===== src/rtl/stack_sequencer_pkg.sv =====
// Shared encodings for the stack sequencer: ARF control codes, stack bounds,
// FSM state codes and the registered control payloads.
package stack_sequencer_pkg;

  localparam int unsigned DATA_W  = 16;
  localparam int unsigned BYTE_W  = 8;
  localparam int unsigned EXT_W   = DATA_W + 1;
  localparam int unsigned SEL_W   = 3;
  localparam int unsigned OSEL_W  = 2;
  localparam int unsigned STATE_W = 3;

  localparam logic [DATA_W-1:0] STACK_BASE  = 16'h00FF;
  localparam logic [DATA_W-1:0] STACK_LIMIT = 16'h0080;

  // ARF FunSel encodings
  localparam logic [SEL_W-1:0] FS_DEC  = 3'b000;
  localparam logic [SEL_W-1:0] FS_INC  = 3'b001;
  localparam logic [SEL_W-1:0] FS_LOAD = 3'b010;
  localparam logic [SEL_W-1:0] FS_CLR  = 3'b011;

  // ARF RegSel masks, active-low {PC, AR, SP}
  localparam logic [SEL_W-1:0] RS_NONE = 3'b111;
  localparam logic [SEL_W-1:0] RS_SP   = 3'b110;

  localparam logic [OSEL_W-1:0] OSEL_SP = 2'b11;

  typedef logic [STATE_W-1:0] state_t;

  localparam state_t ST_IDLE    = 3'd0;
  localparam state_t ST_PUSH_HI = 3'd1;
  localparam state_t ST_PUSH_LO = 3'd2;
  localparam state_t ST_POP_INC = 3'd3;
  localparam state_t ST_POP_LO  = 3'd4;
  localparam state_t ST_POP_HI  = 3'd5;
  localparam state_t ST_DONE    = 3'd6;

  typedef struct packed {
    logic [SEL_W-1:0] reg_sel;
    logic [SEL_W-1:0] fun_sel;
  } arf_ctrl_t;

  typedef struct packed {
    logic              cs;
    logic              wr;
    logic [BYTE_W-1:0] data;
  } mem_ctrl_t;

  // A push needs two free bytes at or above STACK_LIMIT; widened so nothing wraps.
  function automatic logic push_overflow(input logic [DATA_W-1:0] sp);
    return EXT_W'(sp) < (EXT_W'(STACK_LIMIT) + EXT_W'(1));
  endfunction

  // A pop needs two occupied bytes at or below STACK_BASE.
  function automatic logic pop_underflow(input logic [DATA_W-1:0] sp);
    return EXT_W'(sp) > (EXT_W'(STACK_BASE) - EXT_W'(2));
  endfunction

endpackage


===== src/rtl/stack_sequencer_if.sv =====
// Request, ARF control and memory signals of the stack sequencer, bundled.
interface stack_sequencer_if;

  logic                                      start;
  logic                                      op;
  logic [stack_sequencer_pkg::DATA_W-1:0]    push_data;
  logic [stack_sequencer_pkg::DATA_W-1:0]    arf_out_d;
  logic [stack_sequencer_pkg::BYTE_W-1:0]    mem_data_out;
  logic [stack_sequencer_pkg::SEL_W-1:0]     arf_reg_sel;
  logic [stack_sequencer_pkg::SEL_W-1:0]     arf_fun_sel;
  logic [stack_sequencer_pkg::OSEL_W-1:0]    arf_out_d_sel;
  logic                                      mem_cs;
  logic                                      mem_wr;
  logic [stack_sequencer_pkg::BYTE_W-1:0]    mem_data_in;
  logic [stack_sequencer_pkg::DATA_W-1:0]    pop_data;
  logic                                      busy;
  logic                                      done;
  logic                                      error;

  // Sequencer side
  modport master (
    input  start, op, push_data, arf_out_d, mem_data_out,
    output arf_reg_sel, arf_fun_sel, arf_out_d_sel,
           mem_cs, mem_wr, mem_data_in, pop_data, busy, done, error
  );

  // Control unit / ARF / memory side
  modport slave (
    output start, op, push_data, arf_out_d, mem_data_out,
    input  arf_reg_sel, arf_fun_sel, arf_out_d_sel,
           mem_cs, mem_wr, mem_data_in, pop_data, busy, done, error
  );

endinterface


===== src/rtl/stack_sequencer.sv =====
// Multi-cycle 16-bit PUSH/POP through SP, split into two byte accesses.
// Every output is a register loaded from the decode of the next state.
module stack_sequencer
  import stack_sequencer_pkg::*;
(
  input  logic              clk_i,
  input  logic              rst_ni,
  stack_sequencer_if.master bus
);

  state_t            state_q, state_d;
  logic [DATA_W-1:0] push_data_q, push_data_d;
  logic [DATA_W-1:0] pop_data_q, pop_data_d;
  logic              error_q, error_d;
  logic              busy_q, busy_d;
  logic              done_q, done_d;
  arf_ctrl_t         arf_q, arf_d;
  mem_ctrl_t         mem_q, mem_d;
  logic              push_err;
  logic              pop_err;

  // Next state, latched operands and next registered outputs.
  always_comb begin
    state_d     = state_q;
    push_data_d = push_data_q;
    pop_data_d  = pop_data_q;
    error_d     = error_q;
    push_err    = push_overflow(bus.arf_out_d);
    pop_err     = pop_underflow(bus.arf_out_d);

    case (state_q)
      ST_IDLE: begin
        if (bus.start) begin
          push_data_d = bus.push_data;
          if (bus.op) begin
            error_d = pop_err;
            state_d = pop_err ? ST_DONE : ST_POP_INC;
          end else begin
            error_d = push_err;
            state_d = push_err ? ST_DONE : ST_PUSH_HI;
          end
        end
      end
      ST_PUSH_HI: state_d = ST_PUSH_LO;
      ST_PUSH_LO: state_d = ST_DONE;
      ST_POP_INC: state_d = ST_POP_LO;
      ST_POP_LO: begin
        pop_data_d[BYTE_W-1:0] = bus.mem_data_out;
        state_d                = ST_POP_HI;
      end
      ST_POP_HI: begin
        pop_data_d[DATA_W-1:BYTE_W] = bus.mem_data_out;
        state_d                     = ST_DONE;
      end
      ST_DONE: state_d = ST_IDLE;
      default: state_d = ST_IDLE;
    endcase

    arf_d  = '{reg_sel: RS_NONE, fun_sel: FS_DEC};
    mem_d  = '{cs: 1'b1, wr: 1'b0, data: '0};
    busy_d = 1'b0;
    done_d = 1'b0;

    // Writes land at the old SP while the ARF decrements on the same edge.
    case (state_d)
      ST_PUSH_HI: begin
        arf_d  = '{reg_sel: RS_SP, fun_sel: FS_DEC};
        mem_d  = '{cs: 1'b0, wr: 1'b1, data: push_data_d[DATA_W-1:BYTE_W]};
        busy_d = 1'b1;
      end
      ST_PUSH_LO: begin
        arf_d  = '{reg_sel: RS_SP, fun_sel: FS_DEC};
        mem_d  = '{cs: 1'b0, wr: 1'b1, data: push_data_d[BYTE_W-1:0]};
        busy_d = 1'b1;
      end
      ST_POP_INC: begin
        arf_d  = '{reg_sel: RS_SP, fun_sel: FS_INC};
        busy_d = 1'b1;
      end
      ST_POP_LO: begin
        arf_d  = '{reg_sel: RS_SP, fun_sel: FS_INC};
        mem_d  = '{cs: 1'b0, wr: 1'b0, data: '0};
        busy_d = 1'b1;
      end
      ST_POP_HI: begin
        mem_d  = '{cs: 1'b0, wr: 1'b0, data: '0};
        busy_d = 1'b1;
      end
      ST_DONE: done_d = 1'b1;
      default: ;
    endcase
  end

  // State and output registers; reset drops any in-flight strobes at once.
  always_ff @(posedge clk_i) begin
    if (!rst_ni) begin
      state_q     <= ST_IDLE;
      push_data_q <= '0;
      pop_data_q  <= '0;
      error_q     <= 1'b0;
      busy_q      <= 1'b0;
      done_q      <= 1'b0;
      arf_q       <= '{reg_sel: RS_NONE, fun_sel: FS_DEC};
      mem_q       <= '{cs: 1'b1, wr: 1'b0, data: '0};
    end else begin
      state_q     <= state_d;
      push_data_q <= push_data_d;
      pop_data_q  <= pop_data_d;
      error_q     <= error_d;
      busy_q      <= busy_d;
      done_q      <= done_d;
      arf_q       <= arf_d;
      mem_q       <= mem_d;
    end
  end

  assign bus.arf_reg_sel   = arf_q.reg_sel;
  assign bus.arf_fun_sel   = arf_q.fun_sel;
  assign bus.arf_out_d_sel = OSEL_SP;
  assign bus.mem_cs        = mem_q.cs;
  assign bus.mem_wr        = mem_q.wr;
  assign bus.mem_data_in   = mem_q.data;
  assign bus.pop_data      = pop_data_q;
  assign bus.busy          = busy_q;
  assign bus.done          = done_q;
  assign bus.error         = error_q;

endmodule


===== src/flat_wrapper.sv =====
// flat-port wrapper written by rule: the top's interface ports become plain ports
module stack_sequencer_flat import stack_sequencer_pkg::*;
  (clk_i, rst_ni, bus_start, bus_op, bus_push_data, bus_arf_out_d, bus_mem_data_out, bus_arf_reg_sel, bus_arf_fun_sel, bus_arf_out_d_sel, bus_mem_cs, bus_mem_wr, bus_mem_data_in, bus_pop_data, bus_busy, bus_done, bus_error);
  stack_sequencer_if bus_i ();
  input  logic clk_i;
  input  logic rst_ni;
  input wire logic [$bits(bus_i.start)-1:0] bus_start;
  input wire logic [$bits(bus_i.op)-1:0] bus_op;
  input wire logic [$bits(bus_i.push_data)-1:0] bus_push_data;
  input wire logic [$bits(bus_i.arf_out_d)-1:0] bus_arf_out_d;
  input wire logic [$bits(bus_i.mem_data_out)-1:0] bus_mem_data_out;
  output wire logic [$bits(bus_i.arf_reg_sel)-1:0] bus_arf_reg_sel;
  output wire logic [$bits(bus_i.arf_fun_sel)-1:0] bus_arf_fun_sel;
  output wire logic [$bits(bus_i.arf_out_d_sel)-1:0] bus_arf_out_d_sel;
  output wire logic [$bits(bus_i.mem_cs)-1:0] bus_mem_cs;
  output wire logic [$bits(bus_i.mem_wr)-1:0] bus_mem_wr;
  output wire logic [$bits(bus_i.mem_data_in)-1:0] bus_mem_data_in;
  output wire logic [$bits(bus_i.pop_data)-1:0] bus_pop_data;
  output wire logic [$bits(bus_i.busy)-1:0] bus_busy;
  output wire logic [$bits(bus_i.done)-1:0] bus_done;
  output wire logic [$bits(bus_i.error)-1:0] bus_error;
  assign bus_i.start = bus_start;
  assign bus_i.op = bus_op;
  assign bus_i.push_data = bus_push_data;
  assign bus_i.arf_out_d = bus_arf_out_d;
  assign bus_i.mem_data_out = bus_mem_data_out;
  assign bus_arf_reg_sel = bus_i.arf_reg_sel;
  assign bus_arf_fun_sel = bus_i.arf_fun_sel;
  assign bus_arf_out_d_sel = bus_i.arf_out_d_sel;
  assign bus_mem_cs = bus_i.mem_cs;
  assign bus_mem_wr = bus_i.mem_wr;
  assign bus_mem_data_in = bus_i.mem_data_in;
  assign bus_pop_data = bus_i.pop_data;
  assign bus_busy = bus_i.busy;
  assign bus_done = bus_i.done;
  assign bus_error = bus_i.error;
  stack_sequencer u_core (.clk_i(clk_i), .rst_ni(rst_ni), .bus(bus_i));
endmodule

===== config.mk =====
export PLATFORM = sky130hd
export DESIGN_NAME = stack_sequencer_flat
export DESIGN_NICKNAME = d
export VERILOG_FILES = /design/src/rtl/stack_sequencer_pkg.sv /design/src/rtl/stack_sequencer_if.sv /design/src/rtl/stack_sequencer.sv /design/src/flat_wrapper.sv
export SDC_FILE = /design/constraint.sdc
export NUM_CORES = 1
export LEC_CHECK = 0
export ABC_AREA = 0
export CAP_MARGIN = 25
export CORE_ASPECT_RATIO = 0.5
export CORE_UTILIZATION = 25
export CTS_CLUSTER_SIZE = 14
export DETAILED_ROUTE_END_ITERATION = 8
export MAX_ROUTING_LAYER = met4
export SYNTH_ARGS = -nofsm -noshare
export SYNTH_HDL_FRONTEND = slang
export SYNTH_SLANG_ARGS = --single-unit

===== constraint.sdc =====
create_clock -name clk_i -period 2.4 [get_ports clk_i]
set_input_delay 0.72 -clock clk_i [delete_from_list [all_inputs] [get_ports clk_i]]
set_output_delay 0.72 -clock clk_i [all_outputs]
set_load 0.02 [all_outputs]

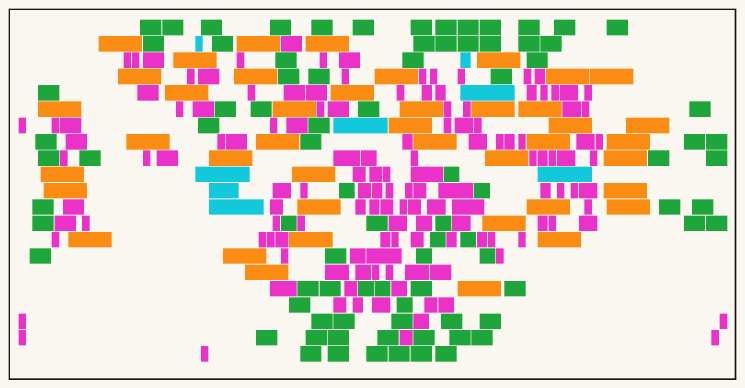
*Placement by cell class, run 1*
Drawn at 6 px/µm.
remaining buffers and delay cells -> green  # cells 86
remaining logic cells -> magenta  # cells 136
registers -> orange  # cells 42
clock drivers and dummy loads -> cyan  # cells 8
Std-Cell Rows: 21
final core utilization: 41.1%
register fraction of the total cell area: 30.3%
Core Footprint: 6750 µm²

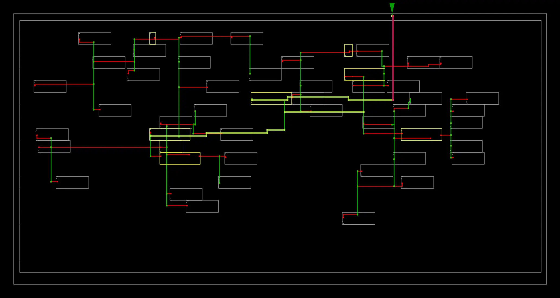
*Clock routing, run 1*
Final Skew: 3.06 ps
# clk buffers: 7
Late-Pin Clk Latency: 280 ps
Seq Cell Count: 42

==> out/metrics.csv, run 1 <==
metric,value,unit
"Reg clk slew, reported paths",60,ps
M1 GR Usage,13.6,%
Worst Path Arrival,2470,ps
Fmax achieved,432,MHz
# Cells Yosys,193,
slowest cell delay on critical path,610,ps
H-tree levels,2,
die area,7420,µm²
aoi share,17.4,%
Yosys top cell by instances,dfxtp_1,
ys async rst share,0,%
worst-case hold path end point,u_core.push_data_q[2],
Setup crit end,u_core.bus.arf_fun_sel[0],
Mean Syn Cell Area,9.14,µm²
clk sinks,42,
Post-synth EDFFs,0,
XORs/XNORs by Area,0,%
setup violators final,0,
I/O pins,81,
Non-CTS buffers,86,
vias per std cell,4.38,
final hold viol count,0,
Final period util,96.5,%
Met3 Routed Length,218,µm
nets,315,
R2R Path End,u_core.bus.mem_data_in[7],
"reg-to-reg slack, setup",680,ps
status,"complete, no violations",
DR pass1 iterations,4,
Non-clock inverters,4,
Stages on worst setup path,7,
sequential cell area,841,µm²
cell taking the most area after synthesis,dfxtp_1,
P&R area growth vs syn,57.3,%
CP startpoint kind,primary input,
worst min path class,reg -> reg,
top cells by area,"dfxtp_1, mux2i_1, nor2_1",
"AND/OR/NAND/NOR Cells, Area Fraction",18.8,%
worst hold path stage count,2,
hold-fix buffers at CTS,0,
clock root cell,clkbuf_16,
slowest CP cell,or4_1,
mapped cell area,1760,µm²
Leak,1.07,nW
VDD IR max,0.288,mV
CP max FO,3,
crit path kind,in -> reg,
worst hold margin,452,ps
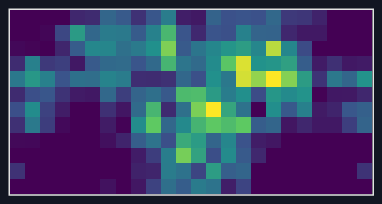
*Routed metal per tile, run 1*
Drawn at 3 px/µm. 24 x 12 tiles, from dark purple (low) to yellow (high), scaled to the fullest tile. Values are wire area over tile area, all layers added.
mean over tiles = 0.091
fullest tile = 0.38
densest ninth of the die = center
tiles over half the peak = 13%
nearly empty tiles = 28%
Post-Route WL: 4340 µm
gr usage total: 12.2%
drt wl/cell: 11.9 µm
via count: 1595

[run 1: stage by stage]
step | total power (W) | utilization, % | instance area, µm² | setup TNS, ps | instances
global route | 0.00195 | 41.1 | 2780 | 0 | 364
floorplan | 0.00102 | - | 1780 | 0 | 197
global placement | 0.00120 | 38.9 | 2630 | -2030 | 356
CTS | 0.00188 | 41.1 | 2780 | 0 | 364
detailed placement | 0.00121 | 38.9 | 2630 | -2420 | 356
finish | 0.00185 | 41.1 | 2780 | 0 | 364
[run 1: power by group]
group / total (W) / internal (W) / switching, W
Combinational: 0.000414 / 0.000206 / 0.000208
Sequential: 0.000775 / 0.000748 / 0.0000269
Clock: 0.000661 / 0.000412 / 0.000249
Total: 0.00185 / 0.00137 / 0.000484
==> run 2, diff against run 1 <==
==> constraint.sdc (replaced) <==
create_clock -name clk_i -period 2.6 [get_ports clk_i]
set_input_delay 0.78 -clock clk_i [delete_from_list [all_inputs] [get_ports clk_i]]
set_output_delay 0.78 -clock clk_i [all_outputs]
set_load 0.02 [all_outputs]
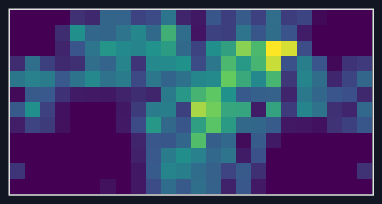
*Routed metal per tile, run 2*
Drawn at 3 px/µm. 24 x 12 tiles, from dark purple (low) to yellow (high), scaled to the fullest tile. Values are wire area over tile area, all layers added.
emptiest ninth of the die = lower left
densest ninth of the die = center
nearly empty tiles = 29%
fullest tile = 0.39
Post-Route WL: 4170 µm
drt wl/cell: 11.5 µm

==> run 2 against run 1 <==
Net effect:
- synthesized cell count stayed put
- synthesized area stayed put
- final area shrank 0.54%
- critical endpoint is now u_core.bus.mem_data_in[1]
- sequential power decreased by 7.7%
- non-clock buffer count fell by 2
- combinational power fell by 8.5%
==> out/metrics.csv, run 2 <==
metric,value,unit,change
status,"complete, no violations",,unchanged
Setup crit end,u_core.bus.mem_data_in[1],,was u_core.bus.arf_fun_sel[0]
final hold viol count,0,,unchanged
Final Cell Area,2760,µm²,was 2780 µm²
TNS Setup,0,ps,unchanged
vias per std cell,4.43,,was 4.38
Mean Syn Cell Area,9.14,µm²,unchanged
cell taking the most area after synthesis,dfxtp_1,,unchanged
CP max FO,9,,was 3
Top Consumer,registers,,unchanged
slowest CP cell,or4_4,,was or4_1
Worst Path Arrival,2550,ps,was 2470 ps
Layout Cells excl Fill,362,,was 364
worst hold path stage count,2,,unchanged
I/O pins,81,,unchanged
Fmax achieved,419,MHz,
mapped cell area,1760,µm²,unchanged
R2R Path End,u_core.bus.mem_data_in[1],,was u_core.bus.mem_data_in[7]
placed cells,354,,was 356
Leak,1.06,nW,was 1.07 nW
top cells by area,"dfxtp_1, mux2i_1, nor2_1",,unchanged
# Cells Yosys,193,,unchanged
switching pwr,0.000441,W,was 0.000484 W
crit path kind,in -> reg,,unchanged
switching part of the total,25.9,%,was 26.2%
clk sinks,42,,unchanged
Comb. pwr,0.000379,W,was 0.000414 W
run 2: cell count changes in the layout (fill, tap and decap cells not counted), sizes merged:
cell and delta:
buf -2
run 2: logic make-up after synthesis:
logic type | share of synthesized area (%)
flip-flops | 47.7
buffers and inverters | 6.67
AND/OR/NAND/NOR | 18.8
multiplexers | 9.08
AND-OR/OR-AND | 17.4
other | 0.426
run 2: worst max-delay path: cells and delay by family:
kind	cells	cell delay (ps)
simple gates	2	620
buf+inv	2	580
compound gates	3	550
run 2: cell type report:
class / instances / area, µm²
Inverter: 4 / 15.0
Timing Repair Buffer: 84 / 816
Sequential cell: 42 / 841
Tap cell: 92 / 115
Clock buffer: 7 / 143
Multi-Input combinational cell: 132 / 826
Clock inverter: 1 / 5.00
Fill cell: 655 / 3990
Power and IR drop assume default switching activity.
